## config.mk

```make
export PLATFORM = sky130hd
export DESIGN_NAME = spu_recip_scale_flat
export DESIGN_NICKNAME = d
export VERILOG_FILES = /design/src/rtl/spu_recip_scale_if.sv /design/src/rtl/spu_recip_scale.sv /design/src/flat_wrapper.sv
export SDC_FILE = /design/constraint.sdc
export NUM_CORES = 1
export LEC_CHECK = 0
export CAP_MARGIN = 30
export CORE_ASPECT_RATIO = 1.5
export CORE_MARGIN = 2
export CORE_UTILIZATION = 68
export CTS_CLUSTER_DIAMETER = 60
export DETAILED_ROUTE_END_ITERATION = 8
export PLACE_DENSITY = 0.85
export RECOVER_POWER = 25
export SLEW_MARGIN = 10
export SYNTH_ARGS = -nofsm -noshare
export SYNTH_HDL_FRONTEND = slang
export SYNTH_SLANG_ARGS = --single-unit
```

## constraint.sdc

```tcl
create_clock -name core_clk -period 17.9 [get_ports core_clk]
set_clock_uncertainty 0.05 [all_clocks]
set_input_delay 2.685 -clock core_clk [delete_from_list [all_inputs] [get_ports core_clk]]
set_output_delay 2.685 -clock core_clk [all_outputs]
set_load 0.05 [all_outputs]
```

## src/rtl/spu_recip_scale_if.sv

```systemverilog
// rtl/spu_recip_scale_if.sv - reciprocal strobe, element stream and scaled output stream bundle
interface spu_recip_scale_if #(
    parameter int RECIP_DW = 15,
    parameter int ELEM_DW  = 16,
    parameter int OUT_DW   = 16
) ();
    logic [RECIP_DW-1:0] recip_data;
    logic                recip_vld;
    logic [ELEM_DW-1:0]  elem_data;
    logic                elem_vld;
    logic                elem_rdy;
    logic [OUT_DW-1:0]   out_data;
    logic                out_vld;
    logic                out_rdy;
    logic                out_last;

    modport master (
        output recip_data, recip_vld, elem_data, elem_vld, out_rdy,
        input  elem_rdy, out_data, out_vld, out_last
    );

    modport slave (
        input  recip_data, recip_vld, elem_data, elem_vld, out_rdy,
        output elem_rdy, out_data, out_vld, out_last
    );
endinterface

```

## src/rtl/spu_recip_scale.sv

```systemverilog
// rtl/spu_recip_scale.sv - reciprocal FIFO plus per-vector element scaling with round/saturate
// Optional round-half-up before the fractional shift: define SPU_RECIP_ROUND_EN.
module spu_recip_scale #(
    parameter int RECIP_DW   = 15,
    parameter int FRAC_DW    = 14,
    parameter int ELEM_DW    = 16,
    parameter int OUT_DW     = 16,
    parameter int VEC_LEN    = 64,
    parameter int FIFO_DEPTH = 4
) (
    input  logic                          core_clk,
    input  logic                          rst_n,
    spu_recip_scale_if.slave              bus,
    output logic                          ovf_err_o,
    output logic [$clog2(FIFO_DEPTH):0]   fifo_cnt_o
);
    localparam int AW = $clog2(FIFO_DEPTH);
    localparam int CW = (VEC_LEN > 1) ? $clog2(VEC_LEN) : 1;
    localparam int PW = ELEM_DW + RECIP_DW;

    localparam logic signed [PW:0] SAT_MAX = {{(PW - OUT_DW + 2){1'b0}}, {(OUT_DW - 1){1'b1}}};
    localparam logic signed [PW:0] SAT_MIN = {{(PW - OUT_DW + 2){1'b1}}, {(OUT_DW - 1){1'b0}}};

    typedef enum logic {S_IDLE, S_RUN} state_t;

    state_t              state_q, state_d;
    logic [RECIP_DW-1:0] mem_q [FIFO_DEPTH];
    logic [AW-1:0]       wr_ptr_q, rd_ptr_q;
    logic [AW:0]         cnt_q, cnt_d;
    logic [CW-1:0]       elem_cnt_q, elem_cnt_d;
    logic                ovf_q;
    logic                out_vld_q, out_last_q;
    logic [OUT_DW-1:0]   out_data_q;

    logic full, push, pop, accept, last_elem, elem_rdy;
    logic [RECIP_DW-1:0] head;

    assign head      = mem_q[rd_ptr_q];
    assign full      = (cnt_q == (AW+1)'(FIFO_DEPTH));
    assign elem_rdy  = (state_q == S_RUN) & (~out_vld_q | bus.out_rdy);
    assign accept    = bus.elem_vld & elem_rdy;
    assign last_elem = (elem_cnt_q == CW'(VEC_LEN - 1));
    assign pop       = accept & last_elem;
    // The divider cannot be stalled, so a full FIFO only takes a value if the head leaves this cycle.
    assign push      = bus.recip_vld & (~full | pop);
    assign cnt_d     = cnt_q + (AW+1)'(push) - (AW+1)'(pop);

    always_comb begin
        elem_cnt_d = elem_cnt_q;
        if (accept) begin
            elem_cnt_d = last_elem ? '0 : elem_cnt_q + 1'b1;
        end
    end

    always_comb begin
        state_d = state_q;
        case (state_q)
            S_IDLE:  if (cnt_d != '0) state_d = S_RUN;
            S_RUN:   if (pop && (cnt_d == '0)) state_d = S_IDLE;
            default: state_d = S_IDLE;
        endcase
    end

    logic signed [PW-1:0] prod;
    logic signed [PW:0]   prod_rnd, shifted;
    logic [OUT_DW-1:0]    sat;

    assign prod = $signed({{RECIP_DW{bus.elem_data[ELEM_DW-1]}}, bus.elem_data})
                * $signed({{ELEM_DW{head[RECIP_DW-1]}}, head});

`ifdef SPU_RECIP_ROUND_EN
    localparam logic signed [PW:0] RND = {{(PW + 1 - FRAC_DW){1'b0}}, 1'b1, {(FRAC_DW - 1){1'b0}}};
    assign prod_rnd = {prod[PW-1], prod} + RND;
`else
    assign prod_rnd = {prod[PW-1], prod};
`endif

    assign shifted = prod_rnd >>> FRAC_DW;

    always_comb begin
        sat = shifted[OUT_DW-1:0];
        if (shifted > SAT_MAX) begin
            sat = SAT_MAX[OUT_DW-1:0];
        end else if (shifted < SAT_MIN) begin
            sat = SAT_MIN[OUT_DW-1:0];
        end
    end

    always_ff @(posedge core_clk) begin
        if (push) begin
            mem_q[wr_ptr_q] <= bus.recip_data;
        end
    end

    always_ff @(posedge core_clk or negedge rst_n) begin
        if (!rst_n) begin
            state_q    <= S_IDLE;
            wr_ptr_q   <= '0;
            rd_ptr_q   <= '0;
            cnt_q      <= '0;
            elem_cnt_q <= '0;
            ovf_q      <= 1'b0;
            out_vld_q  <= 1'b0;
            out_last_q <= 1'b0;
            out_data_q <= '0;
        end else begin
            state_q    <= state_d;
            cnt_q      <= cnt_d;
            elem_cnt_q <= elem_cnt_d;
            if (push) begin
                wr_ptr_q <= wr_ptr_q + 1'b1;
            end
            if (pop) begin
                rd_ptr_q <= rd_ptr_q + 1'b1;
            end
            if (bus.recip_vld && !push) begin
                ovf_q <= 1'b1;
            end
            if (accept) begin
                out_vld_q  <= 1'b1;
                out_data_q <= sat;
                out_last_q <= last_elem;
            end else if (bus.out_rdy) begin
                out_vld_q  <= 1'b0;
                out_last_q <= 1'b0;
            end
        end
    end

    assign bus.elem_rdy = elem_rdy;
    assign bus.out_data = out_data_q;
    assign bus.out_vld  = out_vld_q;
    assign bus.out_last = out_last_q;
    assign ovf_err_o    = ovf_q;
    assign fifo_cnt_o   = cnt_q;
endmodule

```

## src/flat_wrapper.sv

```systemverilog
// flat-port wrapper written by rule: the top's interface ports become plain ports
module spu_recip_scale_flat 
#(
    parameter int RECIP_DW   = 15,
    parameter int FRAC_DW    = 14,
    parameter int ELEM_DW    = 16,
    parameter int OUT_DW     = 16,
    parameter int VEC_LEN    = 64,
    parameter int FIFO_DEPTH = 4
)
  (core_clk, rst_n, ovf_err_o, fifo_cnt_o, bus_recip_data, bus_recip_vld, bus_elem_data, bus_elem_vld, bus_out_rdy, bus_elem_rdy, bus_out_data, bus_out_vld, bus_out_last);
  spu_recip_scale_if #(.RECIP_DW(RECIP_DW), .ELEM_DW(ELEM_DW), .OUT_DW(OUT_DW)) bus_i ();
  input  logic core_clk;
  input  logic rst_n;
  output logic ovf_err_o;
  output logic [$clog2(FIFO_DEPTH):0] fifo_cnt_o;
  input wire logic [$bits(bus_i.recip_data)-1:0] bus_recip_data;
  input wire logic [$bits(bus_i.recip_vld)-1:0] bus_recip_vld;
  input wire logic [$bits(bus_i.elem_data)-1:0] bus_elem_data;
  input wire logic [$bits(bus_i.elem_vld)-1:0] bus_elem_vld;
  input wire logic [$bits(bus_i.out_rdy)-1:0] bus_out_rdy;
  output wire logic [$bits(bus_i.elem_rdy)-1:0] bus_elem_rdy;
  output wire logic [$bits(bus_i.out_data)-1:0] bus_out_data;
  output wire logic [$bits(bus_i.out_vld)-1:0] bus_out_vld;
  output wire logic [$bits(bus_i.out_last)-1:0] bus_out_last;
  assign bus_i.recip_data = bus_recip_data;
  assign bus_i.recip_vld = bus_recip_vld;
  assign bus_i.elem_data = bus_elem_data;
  assign bus_i.elem_vld = bus_elem_vld;
  assign bus_i.out_rdy = bus_out_rdy;
  assign bus_elem_rdy = bus_i.elem_rdy;
  assign bus_out_data = bus_i.out_data;
  assign bus_out_vld = bus_i.out_vld;
  assign bus_out_last = bus_i.out_last;
  spu_recip_scale #(.RECIP_DW(RECIP_DW), .FRAC_DW(FRAC_DW), .ELEM_DW(ELEM_DW), .OUT_DW(OUT_DW), .VEC_LEN(VEC_LEN), .FIFO_DEPTH(FIFO_DEPTH)) u_core (.core_clk(core_clk), .rst_n(rst_n), .bus(bus_i), .ovf_err_o(ovf_err_o), .fifo_cnt_o(fifo_cnt_o));
endmodule
```

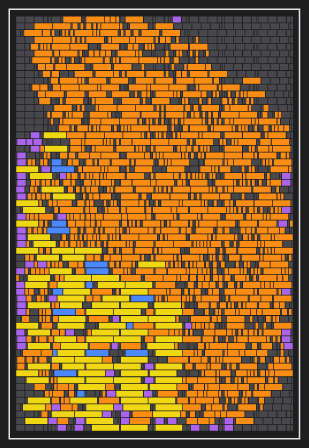
*Cells coloured by class*
Fill, decap, tap and diode cells in grey.
[orange] all other logic | cells: 1096
[blue] clock drivers and dummy loads | cells: 16
[yellow] flip-flops | cells: 93
[purple] other buffers and delay cells | cells: 63

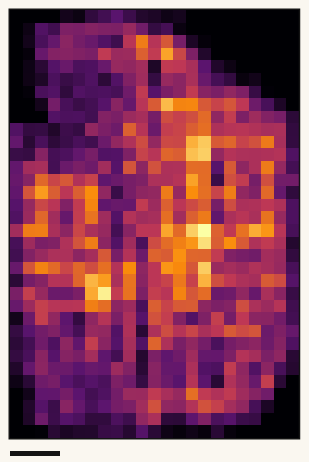
*Signal metal coverage by tile*
Bar = 20 um. The die is cut into 23 by 34 equal tiles; black is low, pale yellow is high, scaled to the fullest tile. Values are wire area over tile area, all layers added.
mean over tiles: 0.24
tiles over half the peak: 23%
densest ninth of the die: middle
GRT Resource Usage Total: 31.33%
Vias: 8784
routed wire length: 28470 um
WL per Instance: 18.73 um

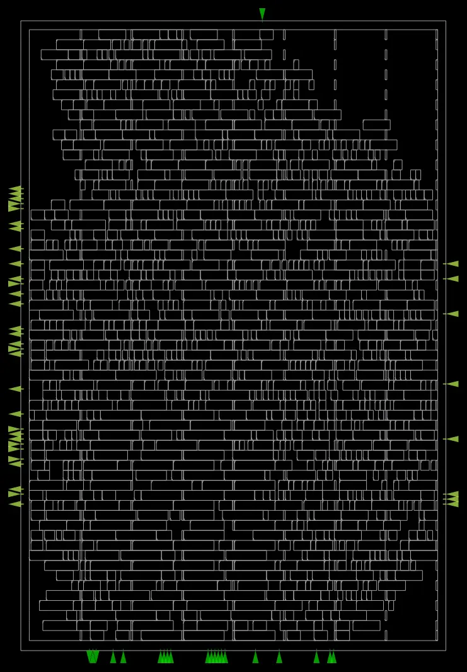
*Placement view*
Seq area share: 19.21%
Tapcell Cnt: 252
Rows: 61
final core utilization: 74.37%

==> results.json <==
{
  "portBuffers": 58,
  "syn_area_sq_um": 12650,
  "max_slew_margin_pct": 42.70,
  "h-tree-depth": 3,
  "r2r_setup_slack_ns": 9.64,
  "syn_avg_cell_area_sq_um": 10.24,
  "cts.sink_count": 93,
  "reg2reg_to": "u_core.bus.out_data[3]",
  "die-width_um": 115.4,
  "syn_to_final_growth_pct": 8.119,
  "ys_sh_adder_pct": 45.79,
  "cts_resized": 0,
  "syn_inst": 1235,
  "yosys.area.top_type_share_pct": 37.18,
  "dr.pass1.iters": 9,
  "yosys.area.top_type": "fa_1",
  "syn_nets": 1593,
  "drt_iter0_drc": 477,
  "synth_simple_gate_area_share_pct": 12.57,
  "finalCritPeriodShare_pct": 53.46,
  "fp.dieH_um": 171.1,
  "cts_buffers": 9,
  "worstMarginPinSlew_ns": 0.8553,
  "n_antenna_cell": 0,
  "rsz0062_at_grt": "false",
  "yosysMostFrequentCell": "inv_1",
  "ys.warnings.count": 0,
  "cts_root_buffer": "clkbuf_16",
  "antenna_found_initial": 0,
  "end_kind": "register",
  "yosysCellCount": 1235,
  "synth_flops": 93,
  "cp.arrival_ns": 9.78,
  "yosys.area_share.xor_xnor_pct": 2.621,
  "combGateArea_sq_um": 8778,
  "ctsHoldBuffers": 0,
  "synthArstFlopShare_pct": 35.48,
  "slew_violations": 0,
  "fin_crit_ns": 9.569,
  "setup_viol": 0,
  "design_area_sq_um": 13680,
  "cts_tree": "done",
  "maxCapViolCount": 0,
  "num-fill-cells": 1209,
  "startpoint_type": "input pin",
  "outcome": "finished, final reports clean",
  "chip_area_sq_um": 19740,
  "vias_per_cell": 5.779,
  "hp-class": "reg2reg",
  "cts_buffer_depth": 2,
  "insertion_delay_ns": 0.34,
  "hpwl_um": 21770,
  "regToRegStartpoint": "u_core.rd_ptr_q[0]",
  "final.setup.tns_ns": 0,
  "path_max_fanout": 19,
  "synthTopCellsByArea": "fa_1 37%, edfxtp_1 14%, ha_1 8.6%",
  "drc": 0,
  "drive_gt1_share_pct": 3.864,
  "max_freq_mhz": 104.5,
  "synth_cell_type_count": 46,
  "grt_pass1_vias": 9677,
  "ys_chip_area_sq_um": 12650,
  "yosysSeqAreaShare_pct": 20.77,
  "required_ns": 18.12,
  "ys_top_cells_by_count": "279 x inv_1, 235 x fa_1, 158 x nand2_1",
  "hold_viol_final": 0,
  "globalplace.congestion": 0.8914,
  "postCtsSetupBuffers": 0,
  "logic_family": "adder cells",
  "flop_cell": "edfxtp_1",
  "crit_type": "in2reg",
  "warnings": 29,
  "reg2regPathDepth": 22,
  "gr-total-overflow": 0,
  "core_area_sq_um": 18390,
  "grt_max_degree": 34,
  "startpoint": "bus_elem_data[15]",
  "cp-endpoint": "u_core.bus.out_data[3]",
  "mux_share_pct": 2.759,
  "placed_cell_area_sq_um": 13390,
  "synthAoiAreaFrac_pct": 5.647,
  "initial_core_util_pct": 68.78,
  "edf_count": 60,
  "ant_nets": 0,
  "grt_first_pass_wirelength_um": 47350,
  "clk_pin_slew_ns": 0.07,
  "final_nets": 1621,
  "io_pins": 59
}
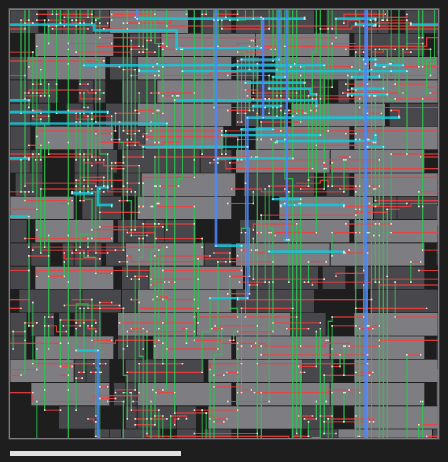
*Zoomed window*
Bar = 20 um. Window x 4 to 54, y 18 to 68 um. Cells in grey, sequential cells in the stronger grey; small squares are vias.
[red] met1
[green] met2
[blue] met4
[cyan] met3
netlist names of flops here include: `u_core.mem_q` (34), `u_core.elem_cnt_q` (4), `u_core.fifo_cnt_o` (3)
sequential cells in the window: 48
most frequent: edfxtp_1 (34), dfrtp_1 (14)
cells with their middle in the window: 142

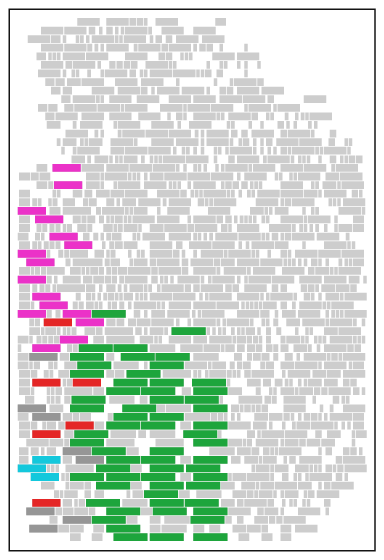
*Sequential cells coloured by netlist name*
Other sequential cells in the stronger grey, the rest of the logic in the fainter grey.
[red] `u_core.elem_cnt_q` | sequential cells: 6 | where: bottom left
[magenta] `u_core.bus.out_data` | sequential cells: 16 | where: left middle
[cyan] `u_core.fifo_cnt_o` | sequential cells: 3
[green] `u_core.mem_q` | sequential cells: 60
FF+latch area: 2628 sq um

## cell type report
cell class,instances,area share [%]
flip-flops and latches,93,19.21
multi-input cells,817,64.17
well taps,252,2.305
clock inverters,7,0.4939
clock buffers,9,1.646
repair buffers,63,4.518
inverters,279,7.656
## logic make-up (layout without fill, tap and decap cells)
group,after synthesis,after routing
xor+xnor,37,37
flops,93,93
buf+inv,325,358
simple gates,329,329
mux,18,18
compound gates,111,111
fa+ha+maj,322,322
## layout by cell type, fill, tap and decap left out, types with 3 or more instances in the layout
cell	n
nand3_1	7
nor2b_1	4
edfxtp_1	60
dfrtp_1	33
and3_1	4
and2_1	112
o21bai_1	3
a21oi_1	38
clkdlybuf4s50_1	45
clkbuf_16	9
nor2_1	27
xnor2_1	25
buf_4	5
or2_2	5
dlygate4sd3_1	13
ha_1	87
mux2i_1	3
a31oi_1	3
fa_1	235
o21ai_0	20
nand4_1	7
xor2_1	11
mux4_2	13
o21ai_1	14
a21o_1	17
inv_1	279
nand2_1	158
## worst min-delay path by stage
stage                               startpoint              endpoint  slack, ns  cells after the start
after floorplan           u_core.elem_cnt_q[4]  u_core.elem_cnt_q[4]       0.41                      1
after global placement        u_core.ovf_err_o      u_core.ovf_err_o       0.39                      1
after detailed placement      u_core.ovf_err_o      u_core.ovf_err_o       0.40                      1
after CTS                     u_core.ovf_err_o      u_core.ovf_err_o       0.41                      1
after global routing          u_core.ovf_err_o      u_core.ovf_err_o       0.45                      1
final                         u_core.ovf_err_o      u_core.ovf_err_o       0.41                      1
## stage by stage
| step | hold slack, ns | worst slack, ns | instances |
|---|---|---|---|
| global route | 0.4482 | 7.856 | 1520 |
| detailed placement | 0.3988 | 8.017 | 1504 |
| CTS | 0.4147 | 8.348 | 1520 |
| global placement | 0.3916 | 8.223 | 1504 |
| floorplan | 0.4096 | 9.319 | 1235 |
| finish | 0.4129 | 8.331 | 1520 |
## per-layer routing
layer | GRT usage [%] | share of wire [%] | vias to the layer above | routed length [um]
li1 | - | - | 3810 | -
met1 | 37.50 | 35 | 4471 | 10110
met2 | 55.73 | 54 | 397 | 15370
met3 | 4.392 | 6.1 | 106 | 1741
met4 | 13.99 | 4.4 | 0 | 1256
met5 | 0 | 0 | - | 0
## worst max-delay path, cell delays in order
cell,delay (ns)
clkdlybuf4s50_1,0.84
nand2_1,0.19
inv_1,0.16
fa_1,0.55
fa_1,0.89
fa_1,0.52
fa_1,0.52
fa_1,0.50
inv_1,0.05
fa_1,0.48
inv_1,0.04
ha_1,0.43
a21oi_1,0.11
o21ai_0,0.21
nand3_1,0.10
a21oi_1,0.15
o21a_1,0.16
a311oi_4,0.06
xnor2_2,0.68
o21ai_0,0.25
o21ai_1,0.18
## registers in the layout, summed over array words and instances, names as in the netlist
name and flops:
u_core.rd_ptr_q 2, u_core.elem_cnt_q 6, u_core.mem_q 60, u_core.state_q 1, u_core.ovf_err_o 1, u_core.bus.out_vld 1, u_core.fifo_cnt_o 3, u_core.wr_ptr_q 2
u_core.bus.out_data 16, u_core.bus.out_last 1
